### Routed metal, one colour a layer, run 1

Drawn at 3 px/µm. Only two layers are drawn.
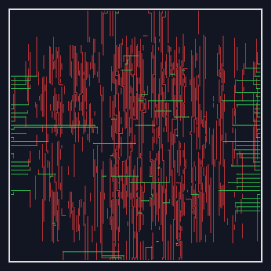
### Ports around the boundary, run 1

Drawn at 6 px/µm. Pins as bars across the die edge, other pins in grey.
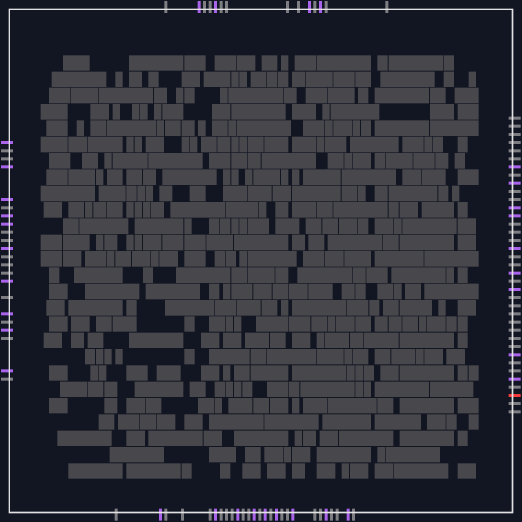
### Signal wires on met2, run 1

Drawn at 6 px/µm.
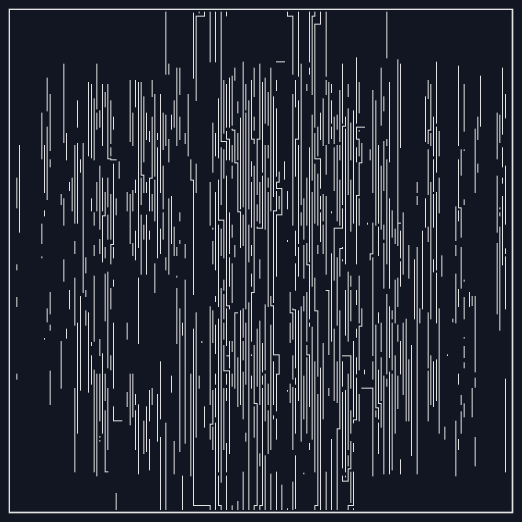
<file path="src/rtl/bk32_cselect16_if.sv">
// Operand/result bundle for the carry-select adder; the driver holds master,
// the adder holds slave.
interface bk32_cselect16_if #(
    parameter int WIDTH = 32
);
    logic [WIDTH-1:0] x1;
    logic [WIDTH-1:0] x2;
    logic             cin;
    logic [WIDTH-1:0] s;
    logic             cout;

    modport master (output x1, output x2, output cin, input s, input cout);
    modport slave  (input x1, input x2, input cin, output s, output cout);
endinterface

</file>
<file path="src/rtl/bk32_cselect16.sv">
// 32-bit adder: Brent-Kung prefix blocks in a carry-select split at SPLIT,
// registered once with asynchronous active-low reset.
module bk32_cselect16 #(
    parameter int WIDTH = 32,
    parameter int SPLIT = 16
) (
    input  logic               clk,
    input  logic               rst_n,
    bk32_cselect16_if.slave    bus
);
    localparam int LG = $clog2(SPLIT);

    // Returns {carry_out, sum}; cin is folded into the bit-0 generate so the
    // prefix G of bit i is directly the carry into bit i+1.
    function automatic logic [SPLIT:0] bk_add(
        input logic [SPLIT-1:0] a,
        input logic [SPLIT-1:0] b,
        input logic             ci
    );
        logic [SPLIT-1:0] p;
        logic [SPLIT-1:0] gg;
        logic [SPLIT-1:0] pp;
        logic [SPLIT-1:0] c;
        p     = a ^ b;
        gg    = a & b;
        pp    = p;
        gg[0] = gg[0] | (p[0] & ci);
        for (int d = 0; d < LG; d++) begin
            for (int i = 0; i < SPLIT; i++) begin
                if (((i + 1) % (1 << (d + 1))) == 0) begin
                    gg[i] = gg[i] | (pp[i] & gg[i - (1 << d)]);
                    pp[i] = pp[i] & pp[i - (1 << d)];
                end
            end
        end
        // Down-sweep fills in the prefixes the up-sweep skipped.
        for (int d = LG - 2; d >= 0; d--) begin
            for (int i = 0; i < SPLIT; i++) begin
                if ((((i + 1) % (1 << (d + 1))) == (1 << d)) && (i >= (1 << (d + 1)))) begin
                    gg[i] = gg[i] | (pp[i] & gg[i - (1 << d)]);
                    pp[i] = pp[i] & pp[i - (1 << d)];
                end
            end
        end
        c = {gg[SPLIT-2:0], ci};
        return {gg[SPLIT-1], p ^ c};
    endfunction

    logic [SPLIT:0]       w_lo;
    logic [WIDTH-SPLIT:0] w_hi0;
    logic [WIDTH-SPLIT:0] w_hi1;
    logic [WIDTH-SPLIT:0] w_hi_sel;
    logic [WIDTH-1:0]     r_s;
    logic                 r_cout;

    assign w_lo     = bk_add(bus.x1[SPLIT-1:0], bus.x2[SPLIT-1:0], bus.cin);
    assign w_hi0    = bk_add(bus.x1[WIDTH-1:SPLIT], bus.x2[WIDTH-1:SPLIT], 1'b0);
    assign w_hi1    = bk_add(bus.x1[WIDTH-1:SPLIT], bus.x2[WIDTH-1:SPLIT], 1'b1);
    assign w_hi_sel = w_lo[SPLIT] ? w_hi1 : w_hi0;

    // Result register; reset clears it without waiting for a clock.
    always_ff @(posedge clk or negedge rst_n) begin
        if (!rst_n) begin
            r_s    <= {WIDTH{1'b0}};
            r_cout <= 1'b0;
        end else begin
            r_s    <= {w_hi_sel[WIDTH-SPLIT-1:0], w_lo[SPLIT-1:0]};
            r_cout <= w_hi_sel[WIDTH-SPLIT];
        end
    end

    assign bus.s    = r_s;
    assign bus.cout = r_cout;
endmodule

</file>
<file path="src/flat_wrapper.sv">
// flat-port wrapper written by rule: the top's interface ports become plain ports
module bk32_cselect16_flat 
#(
    parameter int WIDTH = 32,
    parameter int SPLIT = 16
)
  (clk, rst_n, bus_x1, bus_x2, bus_cin, bus_s, bus_cout);
  bk32_cselect16_if #(.WIDTH(WIDTH)) bus_i ();
  input  logic clk;
  input  logic rst_n;
  input wire logic [$bits(bus_i.x1)-1:0] bus_x1;
  input wire logic [$bits(bus_i.x2)-1:0] bus_x2;
  input wire logic [$bits(bus_i.cin)-1:0] bus_cin;
  output wire logic [$bits(bus_i.s)-1:0] bus_s;
  output wire logic [$bits(bus_i.cout)-1:0] bus_cout;
  assign bus_i.x1 = bus_x1;
  assign bus_i.x2 = bus_x2;
  assign bus_i.cin = bus_cin;
  assign bus_s = bus_i.s;
  assign bus_cout = bus_i.cout;
  bk32_cselect16 #(.WIDTH(WIDTH), .SPLIT(SPLIT)) u_core (.clk(clk), .rst_n(rst_n), .bus(bus_i));
endmodule
</file>
<file path="config.mk">
export PLATFORM = sky130hd
export DESIGN_NAME = bk32_cselect16_flat
export DESIGN_NICKNAME = d
export VERILOG_FILES = /design/src/rtl/bk32_cselect16_if.sv /design/src/rtl/bk32_cselect16.sv /design/src/flat_wrapper.sv
export SDC_FILE = /design/constraint.sdc
export NUM_CORES = 1
export LEC_CHECK = 0
export ABC_AREA = 1
export CORE_MARGIN = 5
export CORE_UTILIZATION = 43
export CTS_BUF_LIST = sky130_fd_sc_hd__clkbuf_16
export CTS_CLUSTER_SIZE = 30
export DETAILED_ROUTE_END_ITERATION = 16
export PLACE_DENSITY = 0.89
export SLEW_MARGIN = 20
export SYNTH_ARGS = -nofsm -noshare
export SYNTH_HDL_FRONTEND = slang
export SYNTH_SLANG_ARGS = --single-unit
</file>
<file path="constraint.sdc">
create_clock -name clk -period 0.8 [get_ports clk]
set_clock_uncertainty 0.1 [all_clocks]
set_input_delay 0.16 -clock clk [delete_from_list [all_inputs] [get_ports clk]]
set_output_delay 0.16 -clock clk [all_outputs]
set_load 0.005 [all_outputs]
</file>
==> reports/notes.md, run 1 <==
Per the OpenROAD power report, switching power amounts to 0.00217 W. Pin placement for this block handled 100 I/O pins. The logs give 0.00429 mm² for the post-route cell area and 6.32% for the met3 capacity usage during global routing.

The final layout contains 526 nets. Internal power comes to 0.00468 W. The synthesis stat section lists a flop and latch total of 33. The tools report the placed standard-cell area as 0.00387 mm². The OpenROAD report gives the critical path a required time of 0.86 ns. The initial antenna violation count came out at 0. The worst setup path is launched from an input pin. Combinational cells consume a total of 0.00286 W. The run gives 26 as the row count.

The maximum achievable frequency came out at 453 MHz. The slowest stage of the critical path is the sky130_fd_sc_hd__clkdlybuf4s50_1 cell. The pin count of the biggest net entering global routing came out at 34. The checks that failed: setup timing. Summed over all sequential cells, the power is 0.00215 W.

The run gives 0.00685 W as the total chip power. The residual overflow from global routing was 0; the summed standard-cell area reported by yosys was 0.00233 mm². Per the post-run analysis, buffers plus inverters along the critical path come to 3. The launching instance or port of the critical path is bus_x2[25]. Per the detail_route log, the uppermost layer with routed signals is met4.

The via count of the first global-routing pass came out at 2719. Counting along the longest clock path gives a buffer depth of 2. The XOR/XNOR share of the synthesized area came out at 5.64%.

In the post-synthesis netlist, the biggest area contributors are sky130_fd_sc_hd__dfrtp_1 (35%), sky130_fd_sc_hd__ha_1 (17%), sky130_fd_sc_hd__fa_1 (14%). OpenSTA, run right after detailed placement, puts the worst setup slack at -2.18 ns. Per STA, the worst path is made up of clkdlybuf4s50_1 > ha_4 > nand2_1 > inv_1 > nand3_1 > inv_1 > a21oi_2 > nand2_2 > and2_4 > fa_2 > xor2_1. After Yosys synthesis, and, or, nand and nor cells account for 15.8% of the synthesized area.

Wire segments on met2 add up to 4460 µm in the final route. Counting endpoints that fail hold in the final report gives 0. Clock edge transition at the registers on the reported setup and hold paths: 0.05 ns. The length of the first detailed-routing pass in iterations was 4. Per the post-synthesis stats, the area per cell is 9.48 µm².

Counting tap cells, the placed design contains a total of 468 instances. Per the post-route antenna check, the number of violating nets is 0. The detailed placer's ending HPWL was 5340 µm.

The power density of the placed cells came out at 1600 mW/mm². The critical path is of the input pin to flop type. The share of power burned in the clock network is 26.9%. The endpoint of the worst hold path is reported as u_core.bus.s[0]. Sorting the synthesis cell report by count puts at the top sky130_fd_sc_hd__nand2_1. The net count after synthesis is 360. For this block, the initial DRC count from the detailed router was 85. The switching portion of total power comes to 31.6%.

Global-route layer with the greatest usage: met2. The critical path maximum fanout is 3. The worst min-delay path startpoint was bus_cin. After technology mapping, the gate count stands at 246. TritonCTS built the clock tree. The logs give 33 for the number of sinks driven by the clock tree and 2820 µm for the detailed-route wire length on metal 1. The run gives 0.00517 mm² for the area of the core. Yosys shows that the main logic family after synthesis is adder cells. Number of fill cells in the layout: 272. The share of the core filled with cells is 83.0%, and the count of warning messages emitted by the tools is 31. The final worst setup slack came out at -1.41 ns. The worst hold path passes through 4 cells. The cell sitting at the root of the clock tree is a sky130_fd_sc_hd__clkbuf_16. The slew at the pin closest to its max-slew limit was 0.253 ns. The final critical-path required period was 2.21 ns.

Leaving out fill and tap cells, the most frequent cell in the layout is sky130_fd_sc_hd__buf_4. The critical path ends at u_core.bus.s[29]. The fraction of the cycle the final worst path needs was 276%; the fraction of the core area occupied by cells at floorplan was 45.1%. The via-per-instance ratio is 4.86. In this run, the synthesized area fraction spent on AND-OR/OR-AND gates is recorded as 4.51%. For the aggregate negative setup slack, the log shows -43.59 ns. By instance count, the cell type seen most on the critical path is sky130_fd_sc_hd__inv_1. The final weighted congestion in routability-driven placement came out at 0.815.

STA classifies the critical path endpoint as a flop. Number of remaining DRC errors: 0. For the amount of wire on met3 after detailed routing, the log shows 492 µm.

The fraction of registers with async set/reset works out to 100%. Setup repair after global routing could not meet its margin everywhere. The first global-routing pass estimated 12700 µm of wire. The largest total area in the synthesized netlist belongs to sky130_fd_sc_hd__dfrtp_1. For the clock group total power, the log shows 0.00184 W.

The top contributor to total power is combinational cells. The tools report the total inserted antenna cells as 0. Static leakage power: 2.17 nW. In the synthesized netlist, the cells that appear most often are sky130_fd_sc_hd__nand2_1 (54), sky130_fd_sc_hd__inv_1 (48), sky130_fd_sc_hd__dfrtp_1 (33), sky130_fd_sc_hd__ha_1 (31), sky130_fd_sc_hd__fa_1 (16). Number of setup violations in the final report: 65. The family with the most delay on the worst path was buffers and inverters. The slew check shows that the tightest pin keeps a relative margin of 83.2%. Summing all multi-input logic gate instances after layout gives 0.00174 mm².

The run gives 0% for the post-synthesis mux area share. From left edge to right edge, the die measures 83.6 µm. The arrival time of data at the worst endpoint is listed as 2.27 ns. By instance count after routing, the leading logic cell types are sky130_fd_sc_hd__buf_4 (49), sky130_fd_sc_hd__inv_1 (37), sky130_fd_sc_hd__buf_2 (34), sky130_fd_sc_hd__dlygate4sd2_1 (33), sky130_fd_sc_hd__dfrtp_1 (33).

The run reported a max-capacitance violation count of 0. Combinational logic is responsible for 41.8% of the overall power. With the cell area after synthesis at 0.00233 mm², the H-tree depth is 2.

On met1, the global router reports a usage of 21.8%. The synthesis report names the predominant flop master as sky130_fd_sc_hd__dfrtp_1. The number of non-filler instances in the completed layout is 483. The share of the Yosys chip area taken by registers is 35.4%. The flow ran to the end, but the final reports show violations.

The synthesized netlist contains 22 unique library cells. The worst hold slack after final layout is 0.181 ns, and the overall chip area is 0.00699 mm². The area overhead of the layout relative to synthesis was 84.1%.

The logs give 0.947 mV for the worst supply voltage drop on vdd and 0 for the final-report max-slew violation count. The synthesized netlist devotes 30.4% of its cell area to adder and majority cells. The combined flip-flop and latch cell area was 826 µm²; the count of flip-flops with a built-in enable after synthesis was 0.
Back to the opening pictures, 'Routed metal, one colour a layer':
| colour | layer | wire length |
|---|---|---|
| red | met2 | 4460 µm |
| green | met3 | 493 µm |
global router's overall resource usage: 22.9%
vias: 2349
detailed-route wire length: 8160 µm
per-cell routed wire length: 16.9 µm

Back to the opening pictures, 'Ports around the boundary':
| colour | port | pins | direction | edge |
|---|---|---|---|---|
| purple | bus_x1 | 32 | input | 10 west, 9 east, 9 south, 4 north |
| red | rst_n | 1 | input | east |
DIE HEIGHT: 83.6 µm
port bufs: 99

Back to the opening pictures, 'Signal wires on met2':
share of all routed wire: 55%
longest straight run: 37.7 µm
met2 GRT Util: 44.8%

[run 1: registers in the layout, indices dropped and copies added (netlist names)]
register and count:
u_core.bus.s 32, u_core.bus.cout 1
[run 1: timing repair]
action                                  4_1_cts  5_1_grt
gates resized                               250       23
endpoints found under the setup margin       66       66
pin swaps                                    64       21
hold buffers                                  1        0
endpoints found under the hold margin        33        0
setup buffers                                 8        1
[run 1: final cells by class]
type / instances / share of cell area (%)
inverter: 48 / 4.55
sequential: 33 / 19.2
clock inverter: 3 / 0.292
clock buffer: 5 / 2.92
timing repair buffer: 160 / 30.4
multi-input combinational: 164 / 40.6
tap: 70 / 2.04
### Wires at chosen ports, followed through buffers, run 1

Drawn at 3 px/µm.
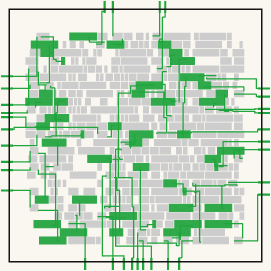

==> run 2, diff against run 1 <==
PLACE_DENSITY = unset   (was 0.89)
PLACE_DENSITY_LB_ADDON = 0.1   (was unset)
### Wires at chosen ports, followed through buffers, run 2

Drawn at 3 px/µm.
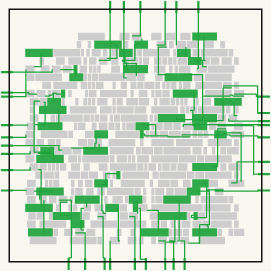
| colour | port | bits | direction | end cells | buffers | wire |
|---|---|---|---|---|---|---|
| green | bus_x1 | 32 | input | 47 | 40 | 962 µm |
# IOs: 100

==> reports/notes.md, run 2 <==
The run finished, with violations left. The checks that failed: setup timing. Per STA, the worst path is made up of buf_8 > inv_8 > fa_2 > inv_2 > fa_2 > nand3_2 > nand2_2 > nand2_2 > nand2_2 > nand2_2 > nand2_4 > buf_6 > nand2_4 > nand2_4 > nand2_1 > nand2_1 > fa_2 > xor2_1.

The chip area line in the Yosys stat output reads 0.00233 mm². The via count of the first global-routing pass is 2448. After its last routability iteration, the placer logged a weighted congestion of 0.762.

The static leakage power was 2.14 nW. The run gives 1 for the count of hold buffers inserted by post-cts repair. The pre-CTS worst setup slack was -2.12 ns.

Among logic cells in the layout, the one with the most instances is sky130_fd_sc_hd__buf_4. The netlist uses 22 different library cells. The run gives 480 as the number of non-filler instances in the completed layout.

Yosys mapped a number of flops with a built-in enable equal to 0. In the log, the iteration count for the first detailed-route pass is 4. In this run, power in flip-flops and latches comes to 0.00213 W. Nets still carrying antenna violations after routing amount to 0. The dominant power group in this design is combinational cells. Warnings raised by the tools during the run amount to 30. For this run, global-route usage on met1 was measured as 22.0%. The run gives 0.86 ns for the required time at the endpoint of the critical path.

The register with the most flip-flops in the layout has 32 of them. The highest supply drop recorded on VDD is 0.864 mV. The count of port buffers added during placement is 99. The worst hold slack after final layout was 0.168 ns. Detailed routing placed a total of 3610 µm of wire on met2. The area of the core was 0.00517 mm². Combinational power for this build is 0.00262 W. Master cell of the clock root buffer: sky130_fd_sc_hd__clkbuf_16. The run gives 2 as the H-tree depth.

Of the total synthesized cell area, the portion taken by full adders, half adders and majority gates is 30.4%. The final-report max-slew violation count was 0; the maximum achievable frequency was 479 MHz. After routing, the total negative slack on setup checks comes to -41.08 ns. The final worst setup slack is -1.29 ns.

Top routing layer in use: met4. Horizontal die dimension: 83.6 µm. Ranked by total cell area, the synthesized netlist is headed by sky130_fd_sc_hd__dfrtp_1 (35%), sky130_fd_sc_hd__ha_1 (17%), sky130_fd_sc_hd__fa_1 (14%). Setup violations remaining at the end of the flow were counted as 65.

The post-route cell area was 0.00417 mm²; the quantity of gates resized following cts was 253. For reference, compound AND-OR and OR-AND cells occupy 4.51% of the area reported after synthesis. After layout, the worst path uses 261% of the clock period. The buffer and inverter count on the worst path was 4. The cell family contributing the most delay on the critical path is adder cells.

The OpenROAD report gives the critical path a data arrival time of 2.15 ns. The worst-path maximum fanout came out at 4. The logs give 461 for the cell total after placement and 39.9% for the portion of total power attributed to combinational logic. The share of power burned in the clock network is 27.7%. The synthesis report gives the async set-or-reset register share as 100%. STA shows the worst min-delay path finishing at u_core.bus.s[0]. Summing all multiplexer cells gives an area fraction of 0%. Switching portion of total power: 30.3%.

The logs give 80.5% for the share of the core filled with cells and 0 for the initial antenna violation count. According to the timing report, the critical path is launched from bus_x1[0]. At the end of the flow, the number of nets in the layout was 523. The run gives 34 as the pin count of the biggest net entering global routing. The kind of end point of the critical path is a flop. The run gives 2480 µm for the detailed-route wire length on metal 1. Area overhead of the layout relative to synthesis: 78.7%.
### Routed metal, one colour a layer, run 2

Drawn at 3 px/µm. Only two layers are drawn.
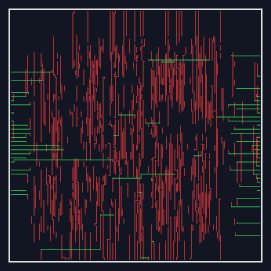
| colour | layer | wire length |
|---|---|---|
| red | met2 | 3610 µm |
| green | met3 | 426 µm |
vias: 2197
global router's overall resource usage: 20.0%
detailed-route wire length: 6610 µm
per-cell routed wire length: 13.8 µm

-- run 2: netlist changes by cell type in the layout (fill, tap and decap cells not counted), moves of 3 or more --
cell	delta
sky130_fd_sc_hd__nand2_1	+8
sky130_fd_sc_hd__inv_2	-5
sky130_fd_sc_hd__dlygate4sd2_1	+12
sky130_fd_sc_hd__inv_1	+5
sky130_fd_sc_hd__clkdlybuf4s50_1	-12
sky130_fd_sc_hd__ha_1	+3
sky130_fd_sc_hd__buf_6	-3
sky130_fd_sc_hd__nand2_2	-6
-- run 2: final cells by class --
class                      count  area (µm²)  area share (%)
inverter                      48         195            4.69
tap                           70        87.6            2.10
clock buffer                   5         125            3.00
sequential                    33         826            19.8
multi-input combinational    164        1670            40.0
timing repair buffer         157        1250            30.0
clock inverter                 3        13.8           0.330
### Signal wires on met2, run 2

Drawn at 6 px/µm.
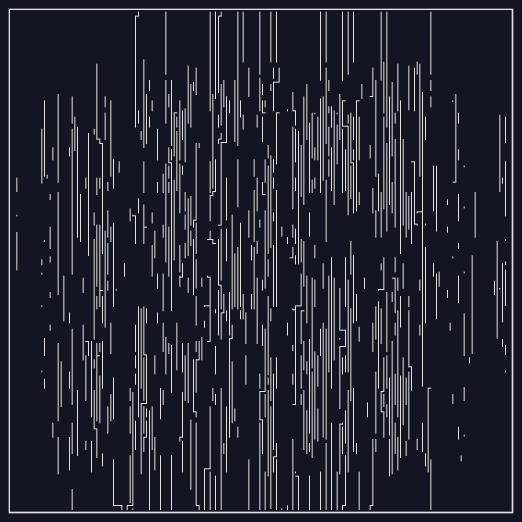

==> run 3, diff against run 2 <==
CORE_ASPECT_RATIO = 1.75   (was unset)
GPL_TIMING_DRIVEN = 0   (was unset)
### Signal wires on met2, run 3

Drawn at 6 px/µm.
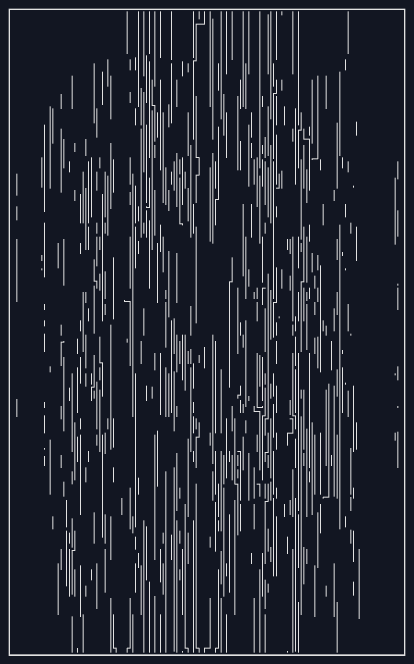
wire length on this layer: 3610 µm
share of all routed wire: 61%
longest straight run: 50.7 µm
detailed-route wire length: 5910 µm
met2 GRT Util: 36.3%
vias: 2103

### Wires at chosen ports, followed through buffers, run 3

Drawn at 3 px/µm.
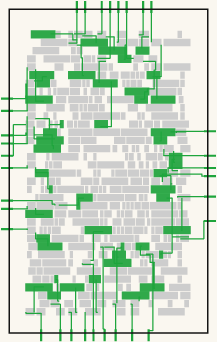
| colour | port | bits | direction | end cells | buffers | wire |
|---|---|---|---|---|---|---|
| green | bus_x1 | 32 | input | 47 | 32 | 808 µm |

==> reports/notes.md, run 3 <==
The run gives 2.06 nW as the static leakage power. The run gives 9390 µm for the global-route wire length before repair. The simple logic cell fraction of the synthesized area was 15.8%. The tools report the max-cap violation count as 0. The run gives 75.3% for the share of the core filled with cells. By area the synthesized netlist is led by sky130_fd_sc_hd__dfrtp_1 (35%), sky130_fd_sc_hd__ha_1 (17%), sky130_fd_sc_hd__fa_1 (14%).

For the completed layout, the total cell area is recorded as 0.00396 mm². The global router reports that the layer with the highest usage is met2. The tools report the final worst setup slack as -1.31 ns.

The longest clock path from root to sink contains 2 buffers. The number of violations reported at the end of detailed-routing iteration 0 was 55; the count of mapped cells out of synthesis was 246. On the critical path the largest part of the delay comes from adder cells. Warnings raised by the tools during the run amount to 30. With the logic share of the area at 43.0%, the clock edge transition at the registers on the reported setup and hold paths is 0.05 ns.

For this configuration, the core starts out at a cell density of 44.4%. In the synthesized netlist, the dominant kind of combinational cell is adder cells. Yosys reports the multiplexer fraction of the synthesized area as 0%. Per the area breakdown, the dominant cell category is logic gates. At the worst endpoint, the required time is 0.85 ns. The run gives 3610 µm as the wire length on met2. The run gives 0.779 as the final weighted congestion in routability-driven placement.

The chip occupies 0.00705 mm². For the combined flip-flop and latch cell area, the log shows 826 µm². Note, the detailed placer reported a final HPWL of 4290 µm.

The run gives -41.76 ns for the aggregate negative setup slack. Per the cell usage report, the commonest logic cells after layout are sky130_fd_sc_hd__inv_1 (40), sky130_fd_sc_hd__nand2_1 (40), sky130_fd_sc_hd__dlygate4sd2_1 (38), sky130_fd_sc_hd__buf_2 (34), sky130_fd_sc_hd__dfrtp_1 (33). The run gives 33 for the number of sinks driven by the clock tree. For this run, the detailed router's first-pass iteration total came to 4. The final reports fail on setup timing. In the per-layer summary, the met1 wirelength comes to 1910 µm. The I/O pin total was 100; the fraction of registers with async set/reset was 100%.

The final layout report lists a non-clock buffer count of 123. The signal on the critical path passes through buf_8 > inv_8 > fa_2 > inv_2 > fa_2 > nand3_2 > nand2_2 > nand2_2 > nand2_4 > nand2_4 > nand2_4 > buf_8 > nand3_4 > and2_4 > fa_2 > xor2_1. Entering global routing, the biggest net connects 32 pins. The area of the multi-input gates came out at 0.00170 mm². The number of antenna diodes in the final layout is 0. The synthesized netlist contains 22 unique library cells. For the finished layout, the period the worst path requires is 2.11 ns. In this run the horizontal extent of the chip is 65.7 µm.

The cell area that synthesis handed to floorplanning was 0.00233 mm². The top cell type by instance count after synthesis is sky130_fd_sc_hd__nand2_1. In the global route stage, overall resource usage came out at 17.1%.

The count of buffers added on input and output ports is 99. The top contributor to total power is combinational cells. The run finished, with violations left.

The logs give 0 for the remaining number of nets flagged by the antenna check after routing and 12 for the number of post-CTS setup repair buffers. The cell-mix breakdown from Yosys lists the compound-gate area share as 4.51%. In this run, placement finished with an instance count of 401. Per report_power, the Combinational row totals 0.00250 W.

The logs give 0.00526 mm² for the area of the core and 1 for the count of hold buffers inserted by post-cts repair. The run gives 0 for the final-report max-slew violation count. Per the finish-stage timing summary, setup violations number 65. The share of total power dissipated in the clock network is 27.4%.

The maximum achievable frequency is 474 MHz, and the worst hold slack after final layout is 0.120 ns. In the layout the tool counted multi-input logic cells amounting to 164. Most area-hungry cell type in the Yosys netlist: sky130_fd_sc_hd__dfrtp_1. XOR/XNOR share of the synthesized area: 5.64%. For the hold violation total from the final report, the log shows 0. With the quantity of gates resized following cts at 246, the share of the final layout cell area in sequential cells is 20.9%. The global routing report lists met1 layer usage as 15.3%. The main flop type after synthesis is sky130_fd_sc_hd__dfrtp_1.

After synthesis, the chip area reported by Yosys is 0.00233 mm². In the final routed layout, each cell accounts on average for 13.7 µm. The critical path ends at u_core.bus.s[29]. Compared with the post-synthesis result, the final layout area differs by 69.8%.

The power density of the placed cells is 1610 mW/mm², and the residual overflow from global routing is 0. The area fraction in full adders, half adders and majority gates was 30.4%; the relative area of non-clock buffer cells in the final design was 26.2%. In this run, synthesis produced a sequential element count of 33. Measured against its own limit, the worst slew margin works out to 86.1%.

Leaving out the clock tree, the finished layout contains an inverter count of 48. In the setup report, the worst path falls into the class input pin to flop. Excluding fillers, the count of instances in the completed layout stands at 430. The worst setup path is captured at a flop.

The power in sequential cells was 0.00212 W; the tap cell count was 55. The initial antenna violation count came out at 0. The met3 capacity usage during global routing was 3.03%; the worst supply voltage drop on vdd was 1.01 mV. Setup repair after global routing could not meet its margin everywhere.

The final power report lists total power as 0.00636 W. TritonCTS built the clock tree. In this run the top signal layer used is met4.

Master cell of the clock root buffer: sky130_fd_sc_hd__clkbuf_16.
-- run 3: cell types whose count changed in the layout (fill, tap and decap cells not counted), moves of 2 or more --
| cell | delta |
|---|---|
| sky130_fd_sc_hd__nor2_1 | +2 |
| sky130_fd_sc_hd__buf_6 | +2 |
| sky130_fd_sc_hd__dlygate4sd2_1 | -7 |
| sky130_fd_sc_hd__nand2_2 | -6 |
| sky130_fd_sc_hd__dlymetal6s2s_1 | +7 |
| sky130_fd_sc_hd__clkdlybuf4s50_1 | +2 |
| sky130_fd_sc_hd__clkinv_2 | -2 |
| sky130_fd_sc_hd__clkdlybuf4s15_1 | -2 |
| sky130_fd_sc_hd__inv_2 | +3 |
| sky130_fd_sc_hd__buf_4 | -37 |
| sky130_fd_sc_hd__inv_1 | -2 |
| sky130_fd_sc_hd__nand2_4 | +5 |
Power is estimated from default activity; no workload was simulated.
